### src/rtl/relay_pkg.sv
// Shared constants and types for the relay line receive framer.
package relay_pkg;

   localparam logic [2:0] HUNT = 3'd0;
   localparam logic [2:0] SYNC = 3'd1;
   localparam logic [2:0] DATA = 3'd2;
   localparam logic [2:0] PAR  = 3'd3;
   localparam logic [2:0] STOP = 3'd4;

   localparam int SYNC_BITS = 4;
   localparam int DATA_BITS = 8;

   localparam logic [3:0] SYNC_DEFAULT = 4'hA;

   typedef struct packed {
      logic frame_err;
      logic parity_err;
      logic overflow;
   } rx_err_t;

   function automatic logic even_parity(input logic [7:0] b);
      return ^b;
   endfunction

endpackage

### src/rtl/relay_link_rx_if.sv
// Byte handshake from the relay framer to the SSP serializer.
interface relay_link_rx_if;

   logic [7:0] rx_data;
   logic       rx_valid;
   logic       rx_ready;

   modport master (
      output rx_data,
      output rx_valid,
      input  rx_ready
   );

   modport slave (
      input  rx_data,
      input  rx_valid,
      output rx_ready
   );

endinterface

### src/rtl/relay_byte_fifo.sv
// Show-ahead byte FIFO with flush; a push into a full FIFO is
// accepted only when a pop frees a slot on the same edge.
module relay_byte_fifo #(
   parameter int DEPTH = 4
) (
   input  logic                    clk,
   input  logic                    rst,
   input  logic                    flush,
   input  logic                    push,
   input  logic [7:0]              push_data,
   input  logic                    pop,
   output logic [7:0]              pop_data,
   output logic                    empty,
   output logic                    full,
   output logic [$clog2(DEPTH):0]  level
);

   localparam int AW = $clog2(DEPTH);

   logic [7:0]    mem [DEPTH];
   logic [AW-1:0] wr_ptr;
   logic [AW-1:0] rd_ptr;
   logic          push_ok;
   logic          pop_ok;

   assign empty    = level == '0;
   assign full     = level == (AW+1)'(DEPTH);
   assign pop_ok   = pop && !empty;
   assign push_ok  = push && (!full || pop_ok);
   assign pop_data = empty ? 8'h00 : mem[rd_ptr];

   always_ff @(posedge clk) begin
      if (rst || flush) begin
         wr_ptr <= '0;
         rd_ptr <= '0;
         level  <= '0;
      end else begin
         if (push_ok)
            wr_ptr <= wr_ptr + AW'(1);
         if (pop_ok)
            rd_ptr <= rd_ptr + AW'(1);
         unique case (1'b1)
            push_ok && !pop_ok: level <= level + (AW+1)'(1);
            pop_ok && !push_ok: level <= level - (AW+1)'(1);
            default:            level <= level;
         endcase
      end
   end

   always_ff @(posedge clk) begin
      if (push_ok)
         mem[wr_ptr] <= push_data;
   end

endmodule

### src/rtl/relay_link_rx.sv
// Relay line receive framer: sync hunt, byte capture, parity/stop
// check, and buffering toward the SSP serializer.
module relay_link_rx
   import relay_pkg::*;
#(
   parameter int         BIT_CLKS     = 8,
   parameter logic [3:0] SYNC_PATTERN = SYNC_DEFAULT,
   parameter int         FIFO_DEPTH   = 4
) (
   input  logic                         ck_1356meg,
   input  logic                         rst,
   input  logic                         enable,
   input  logic                         data_in,
   relay_link_rx_if.master              rx,
   output logic                         busy,
   output logic                         frame_err,
   output logic                         parity_err,
   output logic                         overflow,
   output logic [$clog2(FIFO_DEPTH):0]  fifo_level
);

   localparam int            PW  = $clog2(BIT_CLKS);
   localparam logic [PW-1:0] MID = PW'(BIT_CLKS/2 - 1);

   logic          meta;
   logic          line;
   logic          line_q;
   logic          rise;
   logic          toggle;
   logic          strobe;
   logic [PW-1:0] phase;
   logic [2:0]    state;
   logic [2:0]    bit_cnt;
   logic [7:0]    shreg;
   logic [3:0]    sync_word;
   logic          push;
   logic          full;
   logic          empty;
   logic          pop_ok;
   rx_err_t       err;

   assign rise      = line & ~line_q;
   assign toggle    = line ^ line_q;
   assign strobe    = phase == MID;
   assign busy      = state != HUNT;
   assign sync_word = {shreg[2:0], line};
   assign push      = enable && state == STOP && strobe && !line;
   assign pop_ok    = rx.rx_ready && !empty;
   assign rx.rx_valid = !empty;

   assign frame_err  = err.frame_err;
   assign parity_err = err.parity_err;
   assign overflow   = err.overflow;

   always_ff @(posedge ck_1356meg) begin
      if (rst) begin
         meta   <= 1'b0;
         line   <= 1'b0;
         line_q <= 1'b0;
      end else begin
         meta   <= data_in;
         line   <= meta;
         line_q <= line;
      end
   end

   // Re-centre on every line transition so the strobe tracks the peer.
   always_ff @(posedge ck_1356meg) begin
      if (rst)
         phase <= '0;
      else if ((busy && toggle) || (!busy && rise))
         phase <= '0;
      else
         phase <= phase + PW'(1);
   end

   always_ff @(posedge ck_1356meg) begin
      if (rst) begin
         state   <= HUNT;
         bit_cnt <= '0;
         shreg   <= '0;
         err     <= '0;
      end else if (!enable) begin
         state   <= HUNT;
         bit_cnt <= '0;
         err     <= '0;
      end else begin
         err          <= '0;
         err.overflow <= push && full && !pop_ok;
         case (state)
            HUNT: begin
               if (rise) begin
                  state   <= SYNC;
                  bit_cnt <= '0;
               end
            end
            SYNC: begin
               if (strobe) begin
                  shreg   <= {shreg[6:0], line};
                  bit_cnt <= bit_cnt + 3'd1;
                  if (bit_cnt == 3'(SYNC_BITS-1)) begin
                     bit_cnt <= '0;
                     if (sync_word == SYNC_PATTERN) begin
                        state <= DATA;
                     end else begin
                        state         <= HUNT;
                        err.frame_err <= 1'b1;
                     end
                  end
               end
            end
            DATA: begin
               if (strobe) begin
                  shreg   <= {shreg[6:0], line};
                  bit_cnt <= bit_cnt + 3'd1;
                  if (bit_cnt == 3'(DATA_BITS-1)) begin
                     bit_cnt <= '0;
                     state   <= PAR;
                  end
               end
            end
            PAR: begin
               if (strobe) begin
                  if (line != even_parity(shreg)) begin
                     state          <= HUNT;
                     err.parity_err <= 1'b1;
                  end else begin
                     state <= STOP;
                  end
               end
            end
            STOP: begin
               if (strobe) begin
                  state <= HUNT;
                  if (line)
                     err.frame_err <= 1'b1;
               end
            end
            default: state <= HUNT;
         endcase
      end
   end

   relay_byte_fifo #(
      .DEPTH(FIFO_DEPTH)
   ) u_fifo (
      .clk       (ck_1356meg),
      .rst       (rst),
      .flush     (!enable),
      .push      (push),
      .push_data (shreg),
      .pop       (rx.rx_ready),
      .pop_data  (rx.rx_data),
      .empty     (empty),
      .full      (full),
      .level     (fifo_level)
   );

endmodule

### src/flat_wrapper.sv
// flat-port wrapper written by rule: the top's interface ports become plain ports
module relay_link_rx_flat import relay_pkg::*;
#(
   parameter int         BIT_CLKS     = 8,
   parameter logic [3:0] SYNC_PATTERN = SYNC_DEFAULT,
   parameter int         FIFO_DEPTH   = 4
)
  (ck_1356meg, rst, enable, data_in, busy, frame_err, parity_err, overflow, fifo_level, rx_rx_data, rx_rx_valid, rx_rx_ready);
  relay_link_rx_if rx_i ();
  input  logic ck_1356meg;
  input  logic rst;
  input  logic enable;
  input  logic data_in;
  output logic busy;
  output logic frame_err;
  output logic parity_err;
  output logic overflow;
  output logic [$clog2(FIFO_DEPTH):0] fifo_level;
  output wire logic [$bits(rx_i.rx_data)-1:0] rx_rx_data;
  output wire logic [$bits(rx_i.rx_valid)-1:0] rx_rx_valid;
  input wire logic [$bits(rx_i.rx_ready)-1:0] rx_rx_ready;
  assign rx_rx_data = rx_i.rx_data;
  assign rx_rx_valid = rx_i.rx_valid;
  assign rx_i.rx_ready = rx_rx_ready;
  relay_link_rx #(.BIT_CLKS(BIT_CLKS), .SYNC_PATTERN(SYNC_PATTERN), .FIFO_DEPTH(FIFO_DEPTH)) u_core (.ck_1356meg(ck_1356meg), .rst(rst), .enable(enable), .data_in(data_in), .rx(rx_i), .busy(busy), .frame_err(frame_err), .parity_err(parity_err), .overflow(overflow), .fifo_level(fifo_level));
endmodule
### config.mk
export PLATFORM = sky130hd
export DESIGN_NAME = relay_link_rx_flat
export DESIGN_NICKNAME = d
export VERILOG_FILES = /design/src/rtl/relay_pkg.sv /design/src/rtl/relay_link_rx_if.sv /design/src/rtl/relay_byte_fifo.sv /design/src/rtl/relay_link_rx.sv /design/src/flat_wrapper.sv
export SDC_FILE = /design/constraint.sdc
export NUM_CORES = 1
export LEC_CHECK = 0
export CORE_ASPECT_RATIO = 0.7
export CORE_MARGIN = 2
export CORE_UTILIZATION = 50
export CTS_CLUSTER_DIAMETER = 30
export DETAILED_ROUTE_END_ITERATION = 7
export GPL_ROUTABILITY_DRIVEN = 0
export GPL_TIMING_DRIVEN = 0
export PLACE_DENSITY = 0.76
export SLEW_MARGIN = 10
export SYNTH_ARGS = -nofsm -noshare
export SYNTH_HDL_FRONTEND = slang
export SYNTH_SLANG_ARGS = --single-unit
### constraint.sdc
create_clock -name ck_1356meg -period 6.55 [get_ports ck_1356meg]
set_clock_uncertainty 0.15 [all_clocks]
set_input_delay 0.9825 -clock ck_1356meg [delete_from_list [all_inputs] [get_ports ck_1356meg]]
set_output_delay 0.9825 -clock ck_1356meg [all_outputs]
set_load 0.02 [all_outputs]
ff_map.png
The bar under the picture is 20 microns long.
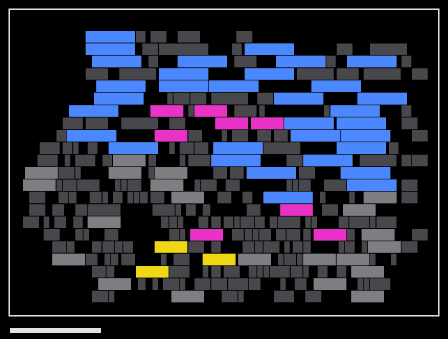
| color | netlist name | flops |
|---|---|---|
| yellow | `u_core.bit_cnt` | 3 |
| blue | `u_core.u_fifo.mem` | 32 |
| magenta | `u_core.shreg` | 8 |
not colored: 21
Seq. pwr: 0.420 mW
Layout Utilization: 0.6210
Seq area share: 0.4805

util_map.png
9 x 7 tiles, from black (low) to pale yellow (high), 0 to 100% covered.
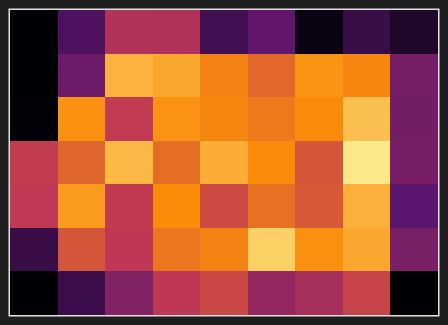
tiles over 75% full: 22%
nearly empty tiles: 7.9%
mean over tiles: 51%
densest ninth of the die: middle
fullest tile: 95%
core area: 5368 sq um
FP Util: 0.5298

layers.png
The bar under the picture is 20 microns long. Only two layers are drawn.
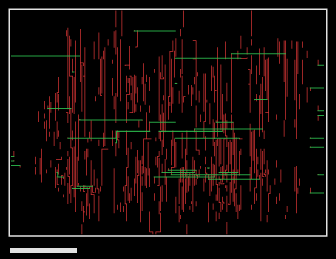
| color | layer | wire length |
|---|---|---|
| red | M2 | 2330 microns |
| green | M3 | 316 microns |

[stage by stage]
step	hold slack, ps	power (mW)	util	instances
final	269.0	0.7747	0.6210	340
after global routing	295.9	0.7972	0.6210	340
after CTS	276.9	0.7809	0.6210	340
after detailed placement	267.3	0.4480	0.5839	324
after global placement	257.6	0.4474	0.5839	324
after floorplan	249.2	0.4410	-	232
[metal layers]
metal	part of all wire	wire length, microns	up-vias
met5	0	0	-
met4	0.015	79	0
met3	0.061	315	11
met2	0.45	2329	55
met1	0.47	2446	895
li1	-	-	890
[area by class of cell]
type	count	area [sq um]	area share
clock buffer	12	155.1	0.04655
multi-input combinational	147	1155	0.3465
tap	72	90.09	0.02703
clock inverter	4	43.79	0.01314
inverter	9	33.78	0.01014
timing repair buffer	20	200.2	0.06006
sequential	64	1602	0.4805
buffer	12	53.80	0.01614
[critical path: cells and delay by family]
| family | cells | cell delay (ps) |
|---|---|---|
| simple gates | 3 | 940 |
| fa+ha+maj | 1 | 440 |
| buf+inv | 3 | 940 |
| compound gates | 2 | 280 |
[cell usage after synthesis, types with 4 or more instances]
cell type  count  share of area
xor2_1         5          0.015
inv_1          9          0.012
nand3b_1       4          0.011
nand2_1        8          0.011
nor2b_1        6          0.013
and3_1         5          0.011
dfxtp_1       32           0.23
nand3_1        5         0.0088
ha_1          11          0.048
xnor2_1        9          0.028
mux2i_1       13          0.046
nor2_1        26          0.034
and2_1        11          0.024
edfxtp_1      32           0.34
mux4_2         8          0.063
clkbuf_1       7         0.0092
[report_power, final]
part,internal [mW],switching [mW],total (mW),leakage [nW]
clock network,0.194,0.141,0.335,0.104
logic,0.00855,0.0106,0.0191,0.501
registers,0.419,0.00148,0.420,0.569
==> qor.csv <==
metric;value;unit
status;finished, final reports clean;
period_used_share;0.5268;
largest_reg_flops;32;
stdcell_area;3333;sq um
clk_pin_slew;70;ps
hold_buffers;0;
cts_tree;built;
ys_types;41;
ys_warn_count;0;
async_reset_ff_frac;0;
use_met3;0.06335;
grt_use_met1;0.2487;
setup.worst_path.start_class;input port;
crit_path_end_kind;flip-flop;
regMostFlops;u_core.u_fifo.mem;
top_usage_layer;met2;
setup_tns;0;ps
r2r_start;u_core.phase[0];
ys_ff;64;
synth_area_per_cell;12.26;sq um
clockRootBuffer;clkbuf_8;
port-buffer-count;20;
layout-drive-gt1-share;0.1082;
worst_pin_slew;614.8;ps
cp_slowest_cell;or4b_1;
die_x;94.14;microns
timing.slew.headroom;0.5876;
area_growth;17.20;%
die_h;67.10;microns
synthCells;232;
hold_end;u_core.phase[0];
xor_share;0.04311;
power_density;232.4;nW/um^2
dp_hpwl;3.533;mm
crit_type;input port to flip-flop;
cts_buffers;9;
ant_nets;0;
row_count;22;
min_period;3450;ps
post-cts-setup-buffers;0;
first_global_vias;1726;
overflow;0;
n_fill_cell;459;
cp_data_required_time;6670;ps
top_regs;u_core.u_fifo.mem x32, u_core.shreg x8;
antenna_cells;0;
place_area;3134;sq um
synth_area;2844;sq um
hold_viol_final;0;
ys_seq_frac;0.5631;
pre_cts_ws;2823;ps
floorplan.nets;249;
arrival;3570;ps
hp-class;flip-flop to flip-flop;
aoi_share;0.04179;
clockBufferDepth;2;
ios;21;
fin_ws;3100;ps
critPathMaxFanout;10;
antenna_found_initial;0;
yosysCellCount;232;
finalWirelength;5.171;mm
drc_errors;0;
lay_top_cells;dfxtp_1, edfxtp_1, nor2_1, clkdlybuf4s50_1, mux2i_1;
holdCritStartpoint;u_core.phase[0];
cts_sinks;64;
wl_per_cell;15.21;microns
vias;1851;
finalSetupViolCount;0;
flop_cell;edfxtp_1;
grt_pass1_wl;8.466;mm
cap_violations;0;
power_leakage;1.174;nW
grt.total_usage;0.1869;
rsz0062_at_grt;no;
gr-usage-met2;0.2866;
Power figures rest on the tool's default switching activity, not on a simulated workload.
